## src/rtl/rf_seq_pkg.sv

```systemverilog
// Shared widths, opcodes, state encodings and control-word layout for rf_sequencer.
package rf_seq_pkg;

    localparam int unsigned IR_W  = 16;
    localparam int unsigned OP_W  = 4;
    localparam int unsigned RA_W  = 4;
    localparam int unsigned DA_W  = 8;
    localparam int unsigned ALU_W = 3;
    localparam int unsigned RFS_W = 2;
    localparam int unsigned ST_W  = 4;

    localparam logic [OP_W-1:0] OP_NOOP  = 4'b0000;
    localparam logic [OP_W-1:0] OP_STORE = 4'b0001;
    localparam logic [OP_W-1:0] OP_LOAD  = 4'b0010;
    localparam logic [OP_W-1:0] OP_ADD   = 4'b0011;
    localparam logic [OP_W-1:0] OP_SUB   = 4'b0100;
    localparam logic [OP_W-1:0] OP_HALT  = 4'b0101;
    localparam logic [OP_W-1:0] OP_LOADC = 4'b0110;

    localparam logic [RFS_W-1:0] RF_S_ALU = 2'b00;
    localparam logic [RFS_W-1:0] RF_S_MEM = 2'b01;
    localparam logic [RFS_W-1:0] RF_S_IMM = 2'b10;

    localparam logic [ALU_W-1:0] ALU_ZERO = 3'b000;
    localparam logic [ALU_W-1:0] ALU_ADD  = 3'b001;
    localparam logic [ALU_W-1:0] ALU_SUB  = 3'b010;

    typedef enum logic [ST_W-1:0] {
        ST_INIT   = 4'd0,
        ST_FETCH  = 4'd1,
        ST_DECODE = 4'd2,
        ST_NOOP   = 4'd3,
        ST_LOAD_A = 4'd4,
        ST_LOAD_B = 4'd5,
        ST_STORE  = 4'd6,
        ST_ADD    = 4'd7,
        ST_SUB    = 4'd8,
        ST_HALT   = 4'd9,
        ST_LOADC  = 4'd10
    } state_e;

    // One cycle's worth of datapath control, registered as a unit.
    typedef struct packed {
        logic             pc_clr;
        logic             pc_up;
        logic             ir_ld;
        logic [DA_W-1:0]  d_addr;
        logic             d_wr;
        logic [RFS_W-1:0] rf_s;
        logic [RA_W-1:0]  rf_w_addr;
        logic             rf_w_en;
        logic [RA_W-1:0]  rf_ra_addr;
        logic             rf_ra_en;
        logic [RA_W-1:0]  rf_rb_addr;
        logic             rf_rb_en;
        logic [ALU_W-1:0] alu_s;
        logic             halted;
    } ctrl_t;

    function automatic ctrl_t ctrl_reset();
        ctrl_t c;
        c        = '0;
        c.pc_clr = 1'b1;
        return c;
    endfunction

endpackage

```

## src/rtl/rf_sequencer.sv

```systemverilog
// Control FSM for the lab processor: fetch, decode and sequence RF / data RAM / ALU.
// Define RF_SEQ_LOADC_EN to enable the LOADC (load immediate) instruction on opcode 0110.
module rf_sequencer
    import rf_seq_pkg::*;
(
    input  logic             Clk,
    input  logic             Reset,
    input  logic [IR_W-1:0]  IR,
    output logic             PC_clr,
    output logic             PC_up,
    output logic             IR_ld,
    output logic [DA_W-1:0]  D_addr,
    output logic             D_wr,
    output logic [RFS_W-1:0] RF_s,
    output logic [RA_W-1:0]  RF_W_addr,
    output logic             RF_W_en,
    output logic [RA_W-1:0]  RF_Ra_addr,
    output logic             RF_Ra_en,
    output logic [RA_W-1:0]  RF_Rb_addr,
    output logic             RF_Rb_en,
    output logic [ALU_W-1:0] ALU_s0,
    output logic             Halted,
    output logic [ST_W-1:0]  OutState
);

    state_e state_q, state_d;
    ctrl_t  ctrl_q, ctrl_d;

    logic [OP_W-1:0] op;
    logic [RA_W-1:0] ir_ra, ir_rb, ir_rc;
    logic [DA_W-1:0] ir_addr;

    assign op      = IR[15:12];
    assign ir_ra   = IR[11:8];
    assign ir_rb   = IR[7:4];
    assign ir_rc   = IR[3:0];
    assign ir_addr = IR[7:0];

    // Control word is decoded from the next state so outputs stay registered yet Moore-timed.
    always_ff @(posedge Clk) begin
        if (!Reset) begin
            state_q <= ST_INIT;
            ctrl_q  <= ctrl_reset();
        end else begin
            state_q <= state_d;
            ctrl_q  <= ctrl_d;
        end
    end

    always_comb begin
        state_d = state_q;
        ctrl_d  = '0;

        case (state_q)
            ST_INIT:   state_d = ST_FETCH;
            ST_FETCH:  state_d = ST_DECODE;
            ST_DECODE: begin
                case (op)
                    OP_STORE: state_d = ST_STORE;
                    OP_LOAD:  state_d = ST_LOAD_A;
                    OP_ADD:   state_d = ST_ADD;
                    OP_SUB:   state_d = ST_SUB;
                    OP_HALT:  state_d = ST_HALT;
`ifdef RF_SEQ_LOADC_EN
                    OP_LOADC: state_d = ST_LOADC;
`else
                    OP_LOADC: state_d = ST_NOOP;
`endif
                    default:  state_d = ST_NOOP;
                endcase
            end
            ST_LOAD_A: state_d = ST_LOAD_B;
            ST_HALT:   state_d = ST_HALT;
            default:   state_d = ST_FETCH;
        endcase

        // IR is stable from DECODE onward, so IR-derived fields are safe here.
        case (state_d)
            ST_INIT: ctrl_d.pc_clr = 1'b1;
            ST_FETCH: begin
                ctrl_d.ir_ld = 1'b1;
                ctrl_d.pc_up = 1'b1;
            end
            ST_STORE: begin
                ctrl_d.d_addr     = ir_addr;
                ctrl_d.d_wr       = 1'b1;
                ctrl_d.rf_ra_addr = ir_ra;
                ctrl_d.rf_ra_en   = 1'b1;
            end
            ST_LOAD_A: ctrl_d.d_addr = ir_addr;
            ST_LOAD_B: begin
                ctrl_d.d_addr    = ir_addr;
                ctrl_d.rf_s      = RF_S_MEM;
                ctrl_d.rf_w_addr = ir_ra;
                ctrl_d.rf_w_en   = 1'b1;
            end
            ST_ADD, ST_SUB: begin
                ctrl_d.rf_ra_addr = ir_rb;
                ctrl_d.rf_ra_en   = 1'b1;
                ctrl_d.rf_rb_addr = ir_rc;
                ctrl_d.rf_rb_en   = 1'b1;
                ctrl_d.rf_s       = RF_S_ALU;
                ctrl_d.alu_s      = (state_d == ST_ADD) ? ALU_ADD : ALU_SUB;
                ctrl_d.rf_w_addr  = ir_ra;
                ctrl_d.rf_w_en    = 1'b1;
            end
`ifdef RF_SEQ_LOADC_EN
            ST_LOADC: begin
                ctrl_d.rf_s      = RF_S_IMM;
                ctrl_d.rf_w_addr = ir_ra;
                ctrl_d.rf_w_en   = 1'b1;
            end
`endif
            ST_HALT: ctrl_d.halted = 1'b1;
            default: ctrl_d.alu_s  = ALU_ZERO;
        endcase
    end

    assign PC_clr     = ctrl_q.pc_clr;
    assign PC_up      = ctrl_q.pc_up;
    assign IR_ld      = ctrl_q.ir_ld;
    assign D_addr     = ctrl_q.d_addr;
    assign D_wr       = ctrl_q.d_wr;
    assign RF_s       = ctrl_q.rf_s;
    assign RF_W_addr  = ctrl_q.rf_w_addr;
    assign RF_W_en    = ctrl_q.rf_w_en;
    assign RF_Ra_addr = ctrl_q.rf_ra_addr;
    assign RF_Ra_en   = ctrl_q.rf_ra_en;
    assign RF_Rb_addr = ctrl_q.rf_rb_addr;
    assign RF_Rb_en   = ctrl_q.rf_rb_en;
    assign ALU_s0     = ctrl_q.alu_s;
    assign Halted     = ctrl_q.halted;
    assign OutState   = ST_W'(state_q);

endmodule
```

## config.mk

```make
export PLATFORM = sky130hd
export DESIGN_NAME = rf_sequencer
export DESIGN_NICKNAME = d
export VERILOG_FILES = /design/src/rtl/rf_seq_pkg.sv /design/src/rtl/rf_sequencer.sv
export SDC_FILE = /design/constraint.sdc
export NUM_CORES = 1
export LEC_CHECK = 0
export ABC_AREA = 1
export ABC_CLOCK_PERIOD_IN_PS = 1400
export CAP_MARGIN = 20
export CORE_ASPECT_RATIO = 1.25
export CORE_UTILIZATION = 38
export CTS_CLUSTER_DIAMETER = 200
export CTS_CLUSTER_SIZE = 10
export DETAILED_ROUTE_END_ITERATION = 6
export GPL_TIMING_DRIVEN = 0
export PLACE_DENSITY = 0.75
export SETUP_SLACK_MARGIN = 0.3
export SYNTH_ARGS = -nofsm -noshare
export SYNTH_HDL_FRONTEND = slang
export SYNTH_SLANG_ARGS = --single-unit
```

## constraint.sdc

```tcl
create_clock -name Clk -period 1.4 [get_ports Clk]
set_input_delay 0.35 -clock Clk [delete_from_list [all_inputs] [get_ports Clk]]
set_output_delay 0.35 -clock Clk [all_outputs]
set_load 0.01 [all_outputs]
```

==> results.ini <==
[status]
status = finished, violations left
violations = setup timing

[pwr]
p_clk_share_pct = 32.7
seq-power_w = 0.00102
p_per_area_nw_per_um2 = 1090
power.total_w = 0.00227
top_power_group = registers
swShare_pct = 29.2
p_comb_share_pct = 22.2
power_switching_w = 0.000663
ir_worst_vdd_mv = 0.782
p_int_w = 0.00161
pwr-share-seq_pct = 45.1
p_comb_w = 0.000503
p_clk_w = 0.000743
p_leak_nw = 1.06

[grt]
grt_busiest_layer = met2
grt_pass1_wl_um = 4820
grt_max_degree = 12
grt_pass1_vias = 1058
antenna_found_initial = 0
gr-usage-all-layers_pct = 16.4
gr-total-overflow = 0

[worst_hold_path]
holdPathEnd = OutState[1]$_SDFF_PN0_
hold_depth = 5
min_from = IR[12]
min_path_type = in -> reg

[yosys]
top_cell_area_share_pct = 49.8
ys_sh_mux_pct = 0
ys_sh_xor_pct = 0
synthAdderAreaFrac_pct = 0
yosysMostFrequentCell = dfxtp_1
yosys-stat-area_um2 = 1370
synthTopCellsByArea = dfxtp_1 (50%), nor2_2 (7.3%), inv_1 (6.0%)
ys_seq_share_pct = 49.8
common_cells = dfxtp_1 (34), inv_1 (22), nand2_1 (19)
flop_cell = dfxtp_1
edf_count = 0
top_logic_kind = simple AND/OR/NAND/NOR gates
syn-instance-count = 147
ys_cells = 147
async_reset_ff_share_pct = 0
synth_flops = 34
ys_warn_count = 0
synth.distinct_cells = 21
syn_area_per_cell_um2 = 9.30
aoi_share_pct = 3.57
largest_area_cell = dfxtp_1
netlist_area_um2 = 1370
simple_gate_share_pct = 35.3

[clocking]
cts_hold_buffers = 0
clock-sinks = 34
clock_latency_ns = 0.28
ctsLongestPathBuffers = 2
ctsHtreeMaxLevel = 2
clock-root-buffer = clkbuf_8
cts-buffers-inserted = 5
path_clk_slew_ns = 0.07
cts_tree = done

[run]
warning_count = 29
drv_cap = 0

[route]
dr.max_layer_used = met4
met3_length_um = 177
drt_iter0_markers = 22
wl_per_cell_um = 11.0
viasPerCell = 4.36
first_pass_iters = 4
drc = 0
wl_met2_um = 1520
wl_met1_um = 1040
ant_nets = 0

[timing]
tns_ns = -0.0129
period_used_pct = 101
rsz0062_at_grt = true
skew_ns = 0.00518
layout_min_cycle_time_ns = 1.41
hold_viol_final = 0
final.setup.worst_slack_ns = -0.00746
max_freq_mhz = 710
finalSetupViolCount = 5
final_max_slew_viol_count = 0
hold_slack_ns = 0.587

[layout]
synthToLayoutAreaGrowth_pct = 52.0
fin_nets = 233
final_cell_area_um2 = 2080
fin_util_pct = 60.2
antenna_cells = 0
drive_gt1_share_pct = 56.5

[critical_path]
critPathCaptureType = register
critPathKind = reg -> reg
critPathLaunchType = register
reg2reg_to = D_addr[2]$_SDFF_PN0_
cp-startpoint = OutState[2]$_SDFF_PN0_
reg2reg_depth = 10
critPathMaxFanout = 8
setup.reg_to_reg.worst_slack_ns = -0.007
worstPathArrival_ns = 1.64
crit_required_ns = 1.63
reg2reg_from = OutState[2]$_SDFF_PN0_

[floorplanning]
num_rows = 24
io_pins = 55
core_area_um2 = 3450
dieArea_um2 = 3840
die_x_um = 55.7
fp_util_pct = 39.6
die_h_um = 69.1

[placed_design]
io_buffers = 52
post_dp_cell_area_um2 = 1960
place_congestion = 0.793
dpl.hpwl_um = 2090

cell type report:
cell class	instances	area [um2]
timing repair buffer	60	463
multi-input combinational	78	592
inverter	33	151
fill	299	1380
buffer	3	26.3
clock buffer	6	82.6
clock inverter	2	12.5
tap	39	48.8
sequential	34	702
worst max-delay path: stages (launching register included):
cell	delay [ns]
dfxtp_4	0.36
inv_4	0.06
nand2_4	0.05
nor2_8	0.13
inv_4	0.05
o21ai_4	0.21
inv_2	0.07
nor2_4	0.11
o21ai_4	0.07
buf_12	0.16
nor2_4	0.07
how the worst max path moves through the flow:
stage	endpoint	cells after the start	slack, ns
floorplan	D_addr[0]$_SDFF_PN0_	8	0.10
global placement	D_addr[6]$_SDFF_PN0_	10	-0.58
detailed placement	D_addr[2]$_SDFF_PN0_	10	-0.63
CTS	D_addr[2]$_SDFF_PN0_	10	-0.03
global route	RF_Ra_addr[0]$_SDFF_PN0_	9	-0.11
finish	D_addr[2]$_SDFF_PN0_	10	-0.007
per-stage QoR:
step / setup WS [ns] / instances
2_1_floorplan: 0.102 / 148
3_3_place_gp: -0.584 / 239
3_5_place_dp: -0.629 / 239
4_1_cts: -0.0257 / 253
5_1_grt: -0.108 / 255
6_report: -0.00746 / 255
registers in the layout, indices dropped and copies added, names as in the netlist, 2 cells and up:
signal / count
D_addr: 8
RF_W_addr: 4
OutState: 4
RF_Rb_addr: 4
ALU_s0: 2
RF_Ra_addr: 4
cells in the final DEF (no fill, tap or decap), drive strengths merged, types with 3 or more instances in the layout:
cell type	count
dfxtp	34
o21ai	3
nand3	10
clkdlybuf4s50	12
clkbuf	10
nand2	29
nor2	27
nand4	4
buf	46
inv	33
timing repair:
action,4_1_cts,5_1_grt
setup endpoints to repair,68,47
gates resized,157,33
pin swaps,9,5
setup buffers,6,2
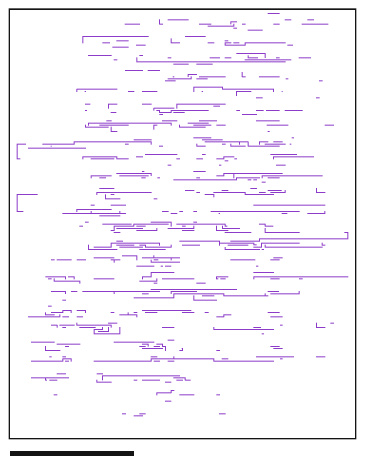
**Above:** M1 wires.
Scale bar: 20 um.
- wire length on this layer: 1040 um
- longest straight run: 23.9 um
- nets with wire on the layer: 196
- main direction: horizontal
GR Util met1: 17.0%
Total Wirelength: 2800 um

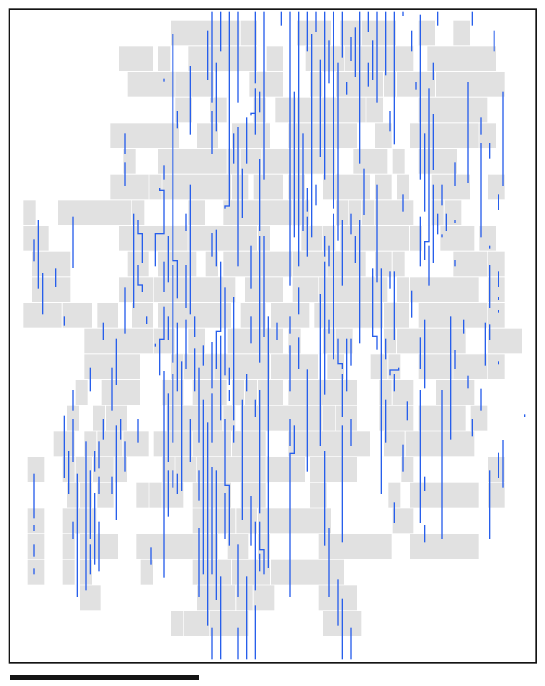
**Above:** the metal 2 layer.
Scale bar: 20 um. Cells faint in the background.
- longest straight run: 28.9 um
- nets with wire on the layer: 202
- main direction: vertical
- wire length on this layer: 1520 um
- share of all routed wire: 54%
total number of vias: 1112
met2 GRT Util: 26.5%

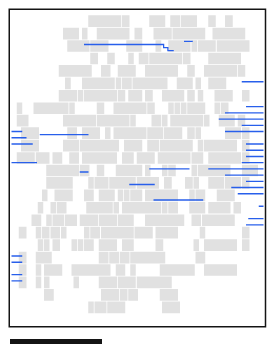
**Above:** the metal 3 layer.
Scale bar: 20 um. Cells faint in the background.
- nets with wire on the layer: 29
- share of all routed wire: 6.3%
M3 GR Usage: 6.57%

Power is estimated from default activity; no workload was simulated.
